`src/rtl/pulse_train_gen_fsm.sv`:
```
// Pulse generator: one clean HIGH_CYCLES-wide pulse per accepted edge_req, followed by
// a guaranteed LOW_CYCLES gap. Requests seen mid-pulse wait in a saturating pending counter.
//
//   state  | meaning
//   -------+----------------------------------------------------------
//   S_IDLE | no pulse in flight, signal_out low
//   S_HIGH | pulse in flight, signal_out high, cnt counts down the width
//   S_LOW  | enforced low gap after a pulse, cnt counts down the gap
module pulse_train_gen_fsm #(
    parameter int HIGH_CYCLES = 2,
    parameter int LOW_CYCLES  = 1,
    parameter int PEND_MAX    = 3
) (
    input  logic                              clk,
    input  logic                              rst,
    input  logic                              edge_req,
    output logic                              signal_out,
    output logic                              busy,
    output logic [$clog2(PEND_MAX+1)-1:0]     pend_cnt,
    output logic                              overflow
);

    localparam int CNT_MAX = (HIGH_CYCLES > LOW_CYCLES) ? HIGH_CYCLES : LOW_CYCLES;
    localparam int CNT_W   = (CNT_MAX > 1) ? $clog2(CNT_MAX) : 1;
    localparam int PEND_W  = $clog2(PEND_MAX + 1);

    localparam logic [CNT_W-1:0]  HIGH_LOAD = CNT_W'(HIGH_CYCLES - 1);
    localparam logic [CNT_W-1:0]  LOW_LOAD  = CNT_W'(LOW_CYCLES - 1);
    localparam logic [PEND_W-1:0] PEND_FULL = PEND_W'(PEND_MAX);

    typedef enum logic [1:0] {
        S_IDLE = 2'd0,
        S_HIGH = 2'd1,
        S_LOW  = 2'd2
    } state_t;

    state_t            state;
    state_t            state_nxt;
    logic [CNT_W-1:0]  cnt;
    logic [CNT_W-1:0]  cnt_nxt;
    logic [PEND_W-1:0] pend_nxt;
    logic              consume;
    logic              buffer_req;
    logic              ovf_nxt;
    logic              sig_nxt;
    logic              busy_nxt;

    always_comb begin
        state_nxt = state;
        cnt_nxt   = cnt;
        consume   = 1'b0;
        case (state)
            S_IDLE: begin
                // A leftover pending request in IDLE is started as if freshly requested.
                if (edge_req || (pend_cnt != '0)) begin
                    state_nxt = S_HIGH;
                    cnt_nxt   = HIGH_LOAD;
                    consume   = !edge_req;
                end
            end
            S_HIGH: begin
                if (cnt != '0) begin
                    cnt_nxt = cnt - 1'b1;
                end else begin
                    state_nxt = S_LOW;
                    cnt_nxt   = LOW_LOAD;
                end
            end
            S_LOW: begin
                if (cnt != '0) begin
                    cnt_nxt = cnt - 1'b1;
                end else if (pend_cnt != '0) begin
                    state_nxt = S_HIGH;
                    cnt_nxt   = HIGH_LOAD;
                    consume   = 1'b1;
                end else begin
                    state_nxt = S_IDLE;
                end
            end
            default: begin
                state_nxt = S_IDLE;
                cnt_nxt   = '0;
            end
        endcase

        buffer_req = edge_req && (state != S_IDLE);
        pend_nxt   = pend_cnt;
        ovf_nxt    = 1'b0;
        // A request landing on a consume edge replaces the consumed one, so it never overflows.
        if (buffer_req && !consume) begin
            if (pend_cnt == PEND_FULL) begin
                ovf_nxt = 1'b1;
            end else begin
                pend_nxt = pend_cnt + 1'b1;
            end
        end else if (!buffer_req && consume) begin
            pend_nxt = pend_cnt - 1'b1;
        end

        sig_nxt  = (state_nxt == S_HIGH);
        busy_nxt = (state_nxt != S_IDLE) || (pend_nxt != '0);
    end

    always_ff @(posedge clk) begin
        if (rst) begin
            state      <= S_IDLE;
            cnt        <= '0;
            pend_cnt   <= '0;
            signal_out <= 1'b0;
            busy       <= 1'b0;
            overflow   <= 1'b0;
        end else begin
            state      <= state_nxt;
            cnt        <= cnt_nxt;
            pend_cnt   <= pend_nxt;
            signal_out <= sig_nxt;
            busy       <= busy_nxt;
            overflow   <= ovf_nxt;
        end
    end

endmodule

```
`config.mk`:
```
export PLATFORM = sky130hd
export DESIGN_NAME = pulse_train_gen_fsm
export DESIGN_NICKNAME = d
export VERILOG_FILES = /design/src/rtl/pulse_train_gen_fsm.sv
export SDC_FILE = /design/constraint.sdc
export NUM_CORES = 1
export LEC_CHECK = 0
export CORE_AREA = 2 2 39 41
export CTS_CLUSTER_DIAMETER = 30
export DETAILED_ROUTE_END_ITERATION = 16
export DIE_AREA = 0 0 41 43
export PLACE_DENSITY = 0.66
export SYNTH_ARGS = -nofsm -noshare
export SYNTH_HDL_FRONTEND = slang
export SYNTH_SLANG_ARGS = --single-unit
```
`constraint.sdc`:
```
create_clock -name clk -period 2.81 [get_ports clk]
set_input_delay 0.843 -clock clk [delete_from_list [all_inputs] [get_ports clk]]
set_output_delay 0.843 -clock clk [all_outputs]
set_load 0.05 [all_outputs]
```
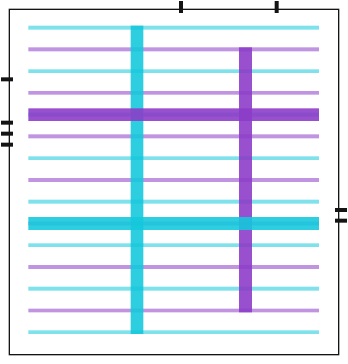
*Floorplan with the power grid, run 1*
Scale: 8 px per um. Pins as bars on the die edge.
Key: VSS = cyan; VDD = purple
8 signal pins sit on the boundary. 15 met1 rails follow the rows. 2 straps on met4. 2 straps on met5. The core has 14 rows.
die height: 43 um
core area: 1384 um2

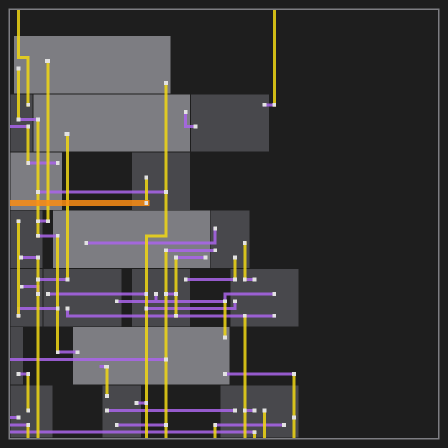
*A small window of the routed layout, run 1*
Region (21, 22) to (41, 42) um. Cells in grey, sequential cells in the stronger grey; small squares are vias.
Key: M2 = yellow; M3 = orange; M1 = purple
14 logic cells have their middle in the window. Sequential cells in the window: 4. Most frequent: dfxtp_1 (4), and3_1 (2). Netlist names of flops here include `state` (2).

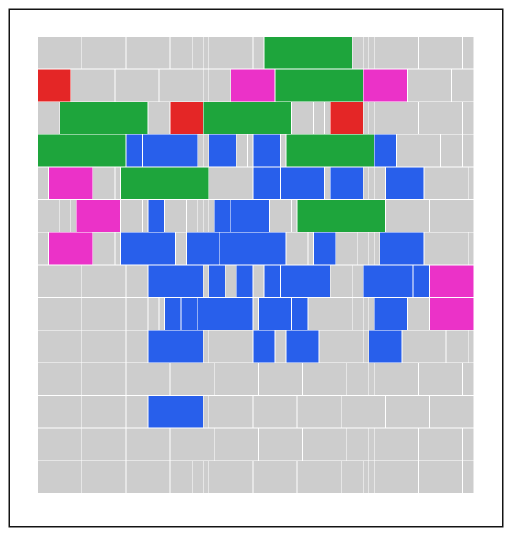
*Cells coloured by class, run 1*
Scale: 12 px per um. Fill, decap, tap and diode cells in grey.
Key: clock-net drivers = red [cells 3, share of their area 4.3%]; remaining logic cells = blue [cells 35, share of their area 51%]; sequential cells = green [cells 8, share of their area 31%]; remaining buffers and delay cells = magenta [cells 7, share of their area 13%]
Core Rows: 14
sequential cell area share: 0.2970
post-layout util: 0.3897

==> GITHUB_STEP_SUMMARY, run 1 <==
### Metrics collected by this job

| Metric | Value |
|---|---|
| Crit path DRT | `1970 ps` |
| Layout fillers | `138` |
| Final Hold Fails | `0` |
| IR drop worst, VDD | `0.5152 mV` |
| Clock-pin slew on the worst setup and hold paths | `50 ps` |
| Layout cells sized above 1 | `0.1698` |
| Number of remaining DRC errors | `0` |
| Io pins | `8` |
| Mapped Area | `457.9 um2` |
| Max Freq | `0.4243 GHz` |
| CTS max path bufs | `2` |
| Int Pwr | `350.4 uW` |
| All-Layer GR Usage | `0.09970` |
| WP buf/inv | `1` |
| Gpl congestion | `0.7005` |
| DIE AREA | `1763 um2` |
| Total Wirelength | `758 um` |
| PortBufs | `7` |
| Main area contributors | `dfxtp_1, ha_1, and3_1, nor2_1, buf_8` |
| Switching portion of total power | `0.4519` |
| Clock Skews | `2.713 ps` |
| Placement-stage cell area | `516.7 um2` |
| Post-CTS Resized | `0` |
| Via count | `343` |
| Flop pwr share | `0.335` |
| Final period utilization | `0.8388` |
| First-pass GRT wire length | `1145 um` |
| Met3 usage | `0.07853` |
| Synth area leader | `dfxtp_1` |
| Antenna violation net count after detailed routing | `0` |
| Crit end category | `output port` |
| Initial antenna violation count | `0` |
| Slew Viols, Final | `0` |
| Yosys warning count | `0` |
| Crit Path Class | `register to output port` |
| Cell Pwr Density | `1185 nW/um2` |
| Root Driver | `clkbuf_4` |
| Status | `finished clean` |
| GR peak layer | `met1` |
| Period minus WS final | `2357 ps` |
| Floorplan Utilization | `0.3309` |
| TritonCTS clock tree | `built` |
| Crit-path cells | `clkdlybuf4s50_1` |
| Post-synthesis cell count | `46` |
| Worst min-delay path class | `register to register` |
| CP Launch Type | `register` |
| Met2 Track Usage GR | `0.1219` |
| Yosys cell count | `46` |
| Cell variety after synth | `26` |
| Cts bufs inserted | `3` |
| Final setup viols | `0` |
| RSZ-0062 raised after global routing | `no` |
| Leakage | `0.2259 nW` |
| Syn_nets | `53` |
| H-Tree Depth | `1` |
| Seq share, synth | `0.3497` |
| Skew-Pair Late Insertion Delay | `250 ps` |
| Max-area cell share | `0.3497` |
| Layout Nets | `62` |
| Synth flops | `8` |
| Sw power | `288.9 uW` |
| DRT Pass-1 Iters | `4` |
| Slew HR | `0.6675` |
| Clock share of power | `0.133` |
| Synthesized area per cell | `9.955 um2` |
| Final Instance Area | `539.3 um2` |
| WP data arrival | `1510 ps` |
| RR Startpoint | `pend_cnt[0]$_SDFF_PP0_` |
| Clk sinks | `8` |
| Hold Buf Count CTS | `0` |
| CP max stage delay | `840 ps` |
| Worst-path maximum fanout | `5` |
| Setup TNS | `0 ps` |
| DR vias/cell | `4.971` |
| Worst-Margin Slew | `497.2 ps` |
| Largest net degree at the start of global routing | `11` |
| Vias in the first global route | `276` |
| Synthesis area per yosys | `457.9 um2` |
| Total of max-cap violations | `0` |
| Critical-path top delay cell | `clkdlybuf4s50_1` |
| ANT cells | `0` |
| Die extent in x | `41 um` |
run 1: metal layers:
metal  up-vias  part of all wire
li1        177                 -
met1       157              0.52
met2         9              0.40
met3         0             0.077
met4         0                 0
met5         -                 0
run 1: synthesized netlist by cell type, drive strengths merged:
cell	number
dfxtp	8
nor2	5
ha	4
inv	4
and3	3
buf	3
o21a	2
a2111o	1
a211oi	1
a21o	1
a21oi	1
a221o	1
mux2i	1
nand2	1
nand3b	1
nor3	1
o211ai	1
o21ai	1
o221ai	1
o22a	1
o31ai	1
or2b	1
or3b	1
xnor2	1
run 1: worst min-delay path, stage by stage, from the launching register on:
cell,delay (ps)
dfxtp_1,370
nand3b_1,110
a21oi_1,60
run 1: final timing paths:
| check | endpoint | slack, ps | cells past startpoint |
|---|---|---|---|
| worst min-delay path | state[1]$_SDFF_PP0_ | 590 | 2 |
| worst max register to register | busy$_SDFF_PP0_ | 1020 | 6 |
| worst max-delay path | pend_cnt[0] | 450 | 1 |
| worst min register to register | state[1]$_SDFF_PP0_ | 590 | 2 |
run 1: cell type report:
| cell class | count | area (um2) | share of cell area |
|---|---|---|---|
| Inverter | 4 | 15.01 | 0.02784 |
| Sequential cell | 8 | 160.2 | 0.2970 |
| Multi-Input combinational cell | 31 | 251.5 | 0.4664 |
| Tap cell | 16 | 20.02 | 0.03712 |
| Clock buffer | 3 | 22.52 | 0.04176 |
| Timing Repair Buffer | 7 | 70.07 | 0.1299 |
run 1: sequential cells by signal, indices dropped and copies added (netlist names):
register and count:
signal_out 1, cnt 1, overflow 1, pend_cnt 2, busy 1, state 2
run 1: kinds of logic after synthesis:
family | synth area share
buf+inv | 0.1011
xor+xnor | 0.01913
fa+ha+maj | 0.1093
compound gates | 0.2459
mux | 0.02186
flops | 0.3497
simple gates | 0.1530
run 1: placed cells by master, fill, tap and decap left out, drive strengths merged:
cell type	synthesis	final
clkdlybuf4s50	0	7
o21a	2	2
a21oi	1	1
nor3	1	1
a21o	1	1
inv	4	4
or2b	1	1
o211ai	1	1
nor2	5	5
o22a	1	1
a211oi	1	1
o21ai	1	1
dfxtp	8	8
nand2	1	1
clkbuf	0	3
xnor2	1	1
o31ai	1	1
mux2i	1	1
a221o	1	1
and3	3	3
o221ai	1	1
a2111o	1	1
nand3b	1	1
ha	4	4
or3b	1	1
run 1: power by group through the flow:
stage | registers, mW | clock network (mW) | logic (mW)
after global routing | 0.222 | 0.0940 | 0.368
final | 0.214 | 0.0850 | 0.340
after CTS | 0.214 | 0.0872 | 0.344
after floorplan | 0.274 | 0 | 0.224
after detailed placement | 0.216 | 0 | 0.342
after global placement | 0.216 | 0 | 0.338
run 1: through the flow:
step                setup slack [ps]  utilization  hold WS (ps)  instances  total power [mW]
global placement               483.8       0.3734         583.9         66            0.5538
global route                   395.5       0.3897         625.1         69            0.6839
detailed placement             474.5       0.3734         590.8         66            0.5586
floorplan                      770.9            -         525.2         46            0.4976
finish                         453.0       0.3897         593.8         69            0.6393
CTS                            432.9       0.3897         598.2         69            0.6458
==> inputs of run 2 (changes only) <==
--- a/config.mk
+++ b/config.mk
@@ -9,7 +9,7 @@
 export CTS_CLUSTER_DIAMETER = 30
 export DETAILED_ROUTE_END_ITERATION = 16
 export DIE_AREA = 0 0 41 43
-export PLACE_DENSITY = 0.66
+export PLACE_DENSITY = 0.68
 export SYNTH_ARGS = -nofsm -noshare
 export SYNTH_HDL_FRONTEND = slang
 export SYNTH_SLANG_ARGS = --single-unit
==> constraint.sdc (replaced) <==
create_clock -name clk -period 2.1 [get_ports clk]
set_input_delay 0.63 -clock clk [delete_from_list [all_inputs] [get_ports clk]]
set_output_delay 0.63 -clock clk [all_outputs]
set_load 0.05 [all_outputs]
==> run 2 against run 1 <==
  * Global-route usage grew 1.9 points
  * First-iteration DRC count shrank 50%
  * Core utilization grew 0.18 points
  * Register-to-register slack lost 670 ps
  * Critical path depth is the same
  * Clock skew is essentially flat
  * Wire length grew 5.0%
  * Final area grew 0.46%
  * Die size is the same
  * Sequential share of layout area shrank 0.14 points
  * Setup slack lost 350 ps
  * Largest power group unchanged
==> GITHUB_STEP_SUMMARY, run 2 <==
### Metrics collected by this job

| Metric | Value |
|---|---|
| Final Hold Fails | `0` |
| DR vias/cell | `5.000` |
| Reg2Reg Depth | `6` |
| First-pass GRT wire length | `1414 um` |
| Synth flops | `8` |
| Crit end category | `output port` |
| Slew HR | `0.6709` |
| Ys flop type | `dfxtp_1` |
| Min-Delay Endpoint | `state[1]$_SDFF_PP0_` |
| Final period utilization | `0.9516` |
| Die height | `43 um` |
| Hold path depth | `2` |
| Worst min-delay path class | `register to register` |
| Met3 usage | `0.06806` |
| Crit Path Class | `register to output port` |
| CP max stage delay | `800 ps` |
| Post-CTS Resized | `0` |
| Worst-path maximum fanout | `1` |
| Total Wirelength | `796 um` |
| Total of max-cap violations | `0` |
| Cell Pwr Density | `1572 nW/um2` |
| DIE AREA | `1763 um2` |
| Final Power | `851.7 uW` |
| Hold Slack | `597.2 ps` |
| Floorplan Utilization | `0.3309` |
| All-Layer GR Usage | `0.1188` |
| Crit path DRT | `1470 ps` |
| Setup TNS | `0 ps` |
| Cell variety after synth | `26` |
| Async set-reset flop share out of synthesis | `0` |
| Final setup viols | `0` |
| Via count | `350` |
| Core Rows | `14` |
| Leakage | `0.2341 nW` |
| Met2 Track Usage GR | `0.1781` |
| Layout fillers | `146` |
| Max-area cell share | `0.3497` |
| Worst-Margin Slew | `492.1 ps` |
| Mapped Area | `457.9 um2` |
| Synthesized area per cell | `9.955 um2` |
| Most frequent logic cell in the layout | `dfxtp_1` |
| Slew Viols, Final | `0` |
| Largest net degree at the start of global routing | `11` |
| Root Driver | `clkbuf_4` |
| GR peak layer | `met2` |
| Clock-pin slew on the worst setup and hold paths | `50 ps` |
| CP Launch Type | `register` |
| Seq share, synth | `0.3497` |
| Critical-path top delay cell | `clkdlybuf4s50_1` |
| Flop-to-flop setup slack | `350 ps` |
| ANT cells | `0` |
| Core area | `1384 um2` |
| Post-synth EDFFs | `0` |
| RSZ-0062 raised after global routing | `no` |
| Die extent in x | `41 um` |
| H-Tree Depth | `1` |
| TritonCTS clock tree | `built` |
| Top-count cell post-synth | `dfxtp_1` |
| DRT Pass-1 Iters | `3` |
| Clk sinks | `8` |
| WP buf/inv | `1` |
| Antenna violation net count after detailed routing | `0` |
| Max Freq | `0.5004 GHz` |
| Status | `finished clean` |
| Post-synthesis cell count | `46` |
| Initial antenna violation count | `0` |
| Main area contributors | `dfxtp_1, ha_1, and3_1, nor2_1, buf_8` |
| IR drop worst, VDD | `0.7160 mV` |
| RR Startpoint | `pend_cnt[0]$_SDFF_PP0_` |
| Crit-path cells | `clkdlybuf4s50_1` |
| PortBufs | `7` |
| Gpl congestion | `0.7879` |
| Top flop regs | `pend_cnt (2), state (2)` |
| Vias in the first global route | `330` |
| Post-layout util | `0.3915` |
[run 2: cell counts after synthesis]
Identical to the previous run, type by type.
[run 2: worst max-delay path by stage]
stage          cells past startpoint  slack [ps]         endpoint
2_1_floorplan                      6          60  busy$_SDFF_PP0_
3_3_place_gp                       5         130  busy$_SDFF_PP0_
3_5_place_dp                       5          80  busy$_SDFF_PP0_
4_1_cts                            1          80             busy
5_1_grt                            1          70             busy
6_report                           1         100             busy
[run 2: routing by layer]
layer  routed length (um)  vias up  part of all wire
li1                     -      178                 -
met1                  371      165              0.47
met2                  375        7              0.47
met3                   49        0             0.062
met4                    0        0                 0
met5                    0        -                 0
[run 2: kinds of logic after synthesis]
logic type                 synth area share
adders and majority gates            0.1093
xor gates and xnor gates            0.01913
AOI/OAI and AO/OA                    0.2459
and+or+nand+nor                      0.1530
muxes                               0.02186
buffers and inverters                0.1011
DFF                                  0.3497
[run 2: power breakdown]
part	switching (mW)	total (mW)	internal [mW]	leakage, nW
Clock	0.0492	0.114	0.0652	0.0138
Combinational	0.259	0.448	0.189	0.154
Sequential	0.0786	0.289	0.211	0.0662
Total	0.387	0.852	0.465	0.234
[run 2: area by class of cell]
type / instances / area, um2 / area share
Clock buffer: 3 / 22.52 / 0.04157
Inverter: 4 / 15.01 / 0.02771
Multi-Input combinational cell: 31 / 251.5 / 0.4642
Sequential cell: 8 / 160.2 / 0.2956
Tap cell: 16 / 20.02 / 0.03695
Timing Repair Buffer: 8 / 72.57 / 0.1339
[run 2: through the flow]
| stage | instance area [um2] | instances | setup WS [ps] |
|---|---|---|---|
| after floorplan | 457.9 | 46 | 60.93 |
| after global placement | 519.2 | 67 | 134.9 |
| after detailed placement | 519.2 | 67 | 78.64 |
| after CTS | 541.8 | 70 | 82.75 |
| after global routing | 541.8 | 70 | 67.14 |
| final | 541.8 | 70 | 101.7 |
[run 2: worst reg2reg max path, delay by kind of cell (launching register included)]
| kind | cells | cell delay (ps) |
|---|---|---|
| AOI/OAI and AO/OA | 3 | 710 |
| xor gates and xnor gates | 1 | 160 |
| adders and majority gates | 1 | 260 |
| buffers and inverters | 1 | 90 |
| DFF | 1 | 420 |
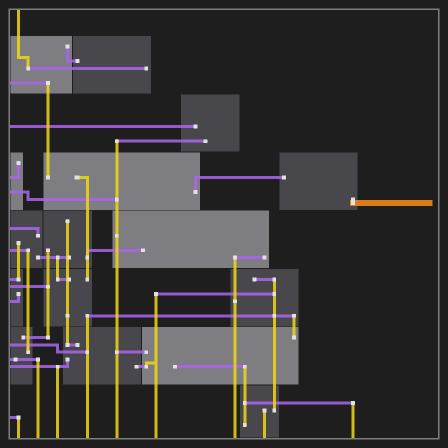
*A small window of the routed layout, run 2*
Region (21, 22) to (41, 42) um. Cells in grey, sequential cells in the stronger grey; small squares are vias.
Key: M2 = yellow; M3 = orange; M1 = purple
Sequential cells in the window: 3. Most frequent: dfxtp_1 (3), and3_1 (2), clkdlybuf4s50_1 (2). 13 logic cells have their middle in the window. Netlist names of flops here include `state` (2), `signal_out` (1).

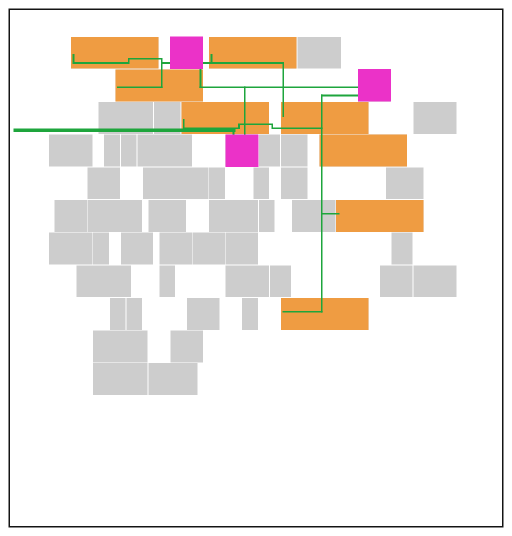
*Clock network drawn from the DEF, run 2*
Scale: 12 px per um.
Key: clock wires = green [length 113 um]; flip-flops = orange [count 8]; clock-net drivers = magenta [count 3]
There are 4 routed clock nets.
Skew-Pair Late Insertion Delay: 250 ps
clock share of power: 0.134
Clk power: 114 uW
Clock Skews: 2.973 ps

==> inputs of run 3 (changes only) <==
--- a/config.mk
+++ b/config.mk
@@ -9,6 +9,7 @@
 export CTS_CLUSTER_DIAMETER = 30
 export DETAILED_ROUTE_END_ITERATION = 16
 export DIE_AREA = 0 0 41 43
+export HOLD_SLACK_MARGIN = 0.12
 export PLACE_DENSITY = 0.68
 export SYNTH_ARGS = -nofsm -noshare
 export SYNTH_HDL_FRONTEND = slang
==> run 3 against run 2 <==
  * Via count unchanged
  * Synthesized area unchanged
  * Flip-flop count unchanged
  * Synthesized cell count unchanged
  * Critical path type unchanged
  * Final cell count unchanged
  * Non-clock buffer count unchanged
==> GITHUB_STEP_SUMMARY, run 3 <==
### Metrics collected by this job

| Metric | Value |
|---|---|
| Status | `finished clean` |
| Via count | `350` |
| WP buf/inv | `1` |
| Int Pwr | `464.9 uW` |
| WP data arrival | `1370 ps` |
| Cell variety after synth | `26` |
| Layout cells sized above 1 | `0.2222` |
| Total Wirelength | `796 um` |
| Leakage | `0.2341 nW` |
| Hold Slack | `597.2 ps` |
| Final Power | `851.7 uW` |
| CTS max path bufs | `2` |
| Most frequent logic cell in the layout | `dfxtp_1` |
| Switching portion of total power | `0.4541` |
| Flop-to-flop setup slack | `350 ps` |
| Post-synthesis cell count | `46` |
| Synth flops | `8` |
| Initial antenna violation count | `0` |
| Reg2Reg Depth | `6` |
| Cts bufs inserted | `3` |
| Ys flop type | `dfxtp_1` |
| Clock share of power | `0.134` |
| First-pass GRT wire length | `1414 um` |
| Worst-Margin Slew | `492.1 ps` |
| Min-Delay Endpoint | `state[1]$_SDFF_PP0_` |
| Synth area leader | `dfxtp_1` |
| Syn_nets | `53` |
| Antenna violation net count after detailed routing | `0` |
| Yosys cell count | `46` |
| Io pins | `8` |
| Logic pwr share | `0.526` |
| Total of max-cap violations | `0` |
| Worst R2R End | `busy$_SDFF_PP0_` |
| Placement-stage cell area | `519.2 um2` |
| Final period utilization | `0.9516` |
| All-Layer GR Usage | `0.1188` |
| ANT cells | `0` |
| Post-layout util | `0.3915` |
| Crit-path cells | `clkdlybuf4s50_1` |
| Yosys warning count | `0` |
| Post-synth EDFFs | `0` |
| Skew-Pair Late Insertion Delay | `250 ps` |
| Synthesis area per yosys | `457.9 um2` |
| DR vias/cell | `5.000` |
| Top-count cell post-synth | `dfxtp_1` |
| Final Instance Area | `541.8 um2` |
| Sw power | `386.8 uW` |
| Period minus WS final | `1998 ps` |
| Post-CTS Resized | `0` |
| Main area contributors | `dfxtp_1, ha_1, and3_1, nor2_1, buf_8` |
| Top flop regs | `pend_cnt (2), state (2)` |
| Critical-path top delay cell | `clkdlybuf4s50_1` |
| Cell Count, Final, Fillers Out | `70` |
| Die extent in x | `41 um` |
| Largest net degree at the start of global routing | `11` |
| Cell Pwr Density | `1572 nW/um2` |
| Final setup viols | `0` |
| DRT Pass-1 Iters | `3` |
| RR Startpoint | `pend_cnt[0]$_SDFF_PP0_` |
| CP Launch Type | `register` |
| Core Rows | `14` |
| Floorplan Utilization | `0.3309` |
| CP max stage delay | `800 ps` |
| Total grt overflow | `0` |
| Clk sinks | `8` |
| Async set-reset flop share out of synthesis | `0` |
| Final Hold Fails | `0` |
| Most numerous logic cells after layout | `dfxtp_1, nor2_1, clkdlybuf4s50_1, inv_1, ha_1` |
| Placed Cells | `67` |
| Hold path depth | `2` |
| Worst min-delay path class | `register to register` |
| DIE AREA | `1763 um2` |
| RSZ-0062 raised after global routing | `no` |
| Flop pwr share | `0.340` |
| OpenROAD warning count | `29` |
| Family with the most delay on the worst path | `buffers and inverters` |
| Number of remaining DRC errors | `0` |
| Top cells by count, synth | `dfxtp_1, nor2_1, ha_1, inv_1, and3_1` |
| Crit path DRT | `1470 ps` |
| Vias in the first global route | `330` |
| Gpl congestion | `0.7879` |
| Clock Skews | `2.973 ps` |
| Worst-path maximum fanout | `1` |
| Core area | `1384 um2` |
| Slew HR | `0.6709` |
| Slew Viols, Final | `0` |
| IR drop worst, VDD | `0.7160 mV` |
| Layout Nets | `63` |
| Max-area cell share | `0.3497` |
| Max Freq | `0.5004 GHz` |
run 3: power groups by stage:
stage          Sequential [mW]  Clock, mW  Combinational, mW
2_1_floorplan            0.367          0              0.299
3_3_place_gp             0.290          0              0.452
3_5_place_dp             0.294          0              0.451
4_1_cts                  0.291      0.121              0.454
5_1_grt                  0.305      0.129              0.486
6_report                 0.289      0.114              0.448
run 3: cell families after synthesis:
logic type | synth area share
AOI/OAI and AO/OA | 0.2459
xor gates and xnor gates | 0.01913
adders and majority gates | 0.1093
buffers and inverters | 0.1011
DFF | 0.3497
muxes | 0.02186
and+or+nand+nor | 0.1530
run 3: final cells by class:
class	instances	area, um2
inverters	4	15.01
clock buffers	3	22.52
multi-input cells	31	251.5
fillers	146	842.1
repair buffers	8	72.57
well taps	16	20.02
flip-flops and latches	8	160.2
run 3: how the worst max path moves through the flow:
| stage | startpoint | endpoint | slack, ps | depth (start not counted) |
|---|---|---|---|---|
| 2_1_floorplan | pend_cnt[0]$_SDFF_PP0_ | busy$_SDFF_PP0_ | 60 | 6 |
| 3_3_place_gp | edge_req | busy$_SDFF_PP0_ | 130 | 5 |
| 3_5_place_dp | edge_req | busy$_SDFF_PP0_ | 80 | 5 |
| 4_1_cts | busy$_SDFF_PP0_ | busy | 80 | 1 |
| 5_1_grt | busy$_SDFF_PP0_ | busy | 70 | 1 |
| 6_report | busy$_SDFF_PP0_ | busy | 100 | 1 |
run 3: routing by layer:
metal,GRT usage,vias to the layer above,share of wire
li1,-,178,-
met1,0.1461,165,0.47
met2,0.1781,7,0.47
met3,0.06806,0,0.062
met4,0.02000,0,0
met5,0,-,0
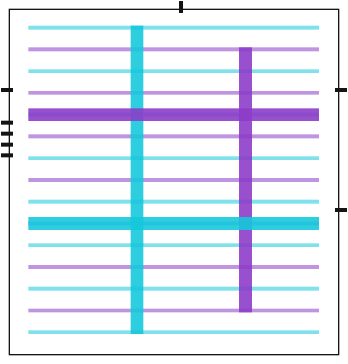
*Floorplan with the power grid, run 3*
Scale: 8 px per um. Pins as bars on the die edge.
Key: VDD = purple; VSS = cyan
8 signal pins sit on the boundary. 15 met1 rails follow the rows. The core has 14 rows. 2 straps on met4.

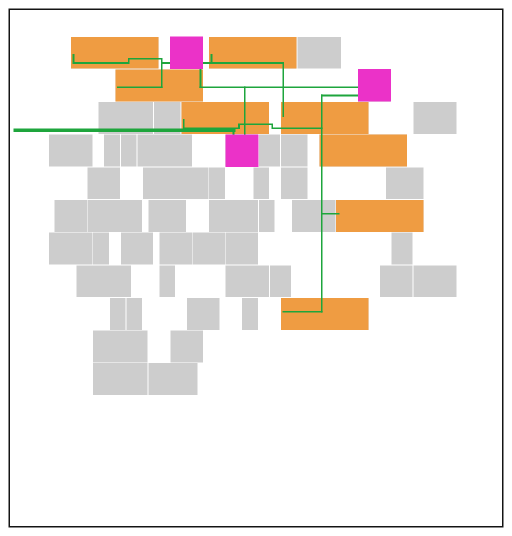
*Clock network drawn from the DEF, run 3*
Scale: 12 px per um.
Key: clock-net drivers = magenta [count 3]; clock wires = green [length 113 um]; flip-flops = orange [count 8]
There are 4 routed clock nets.

Power and IR drop assume default switching activity.
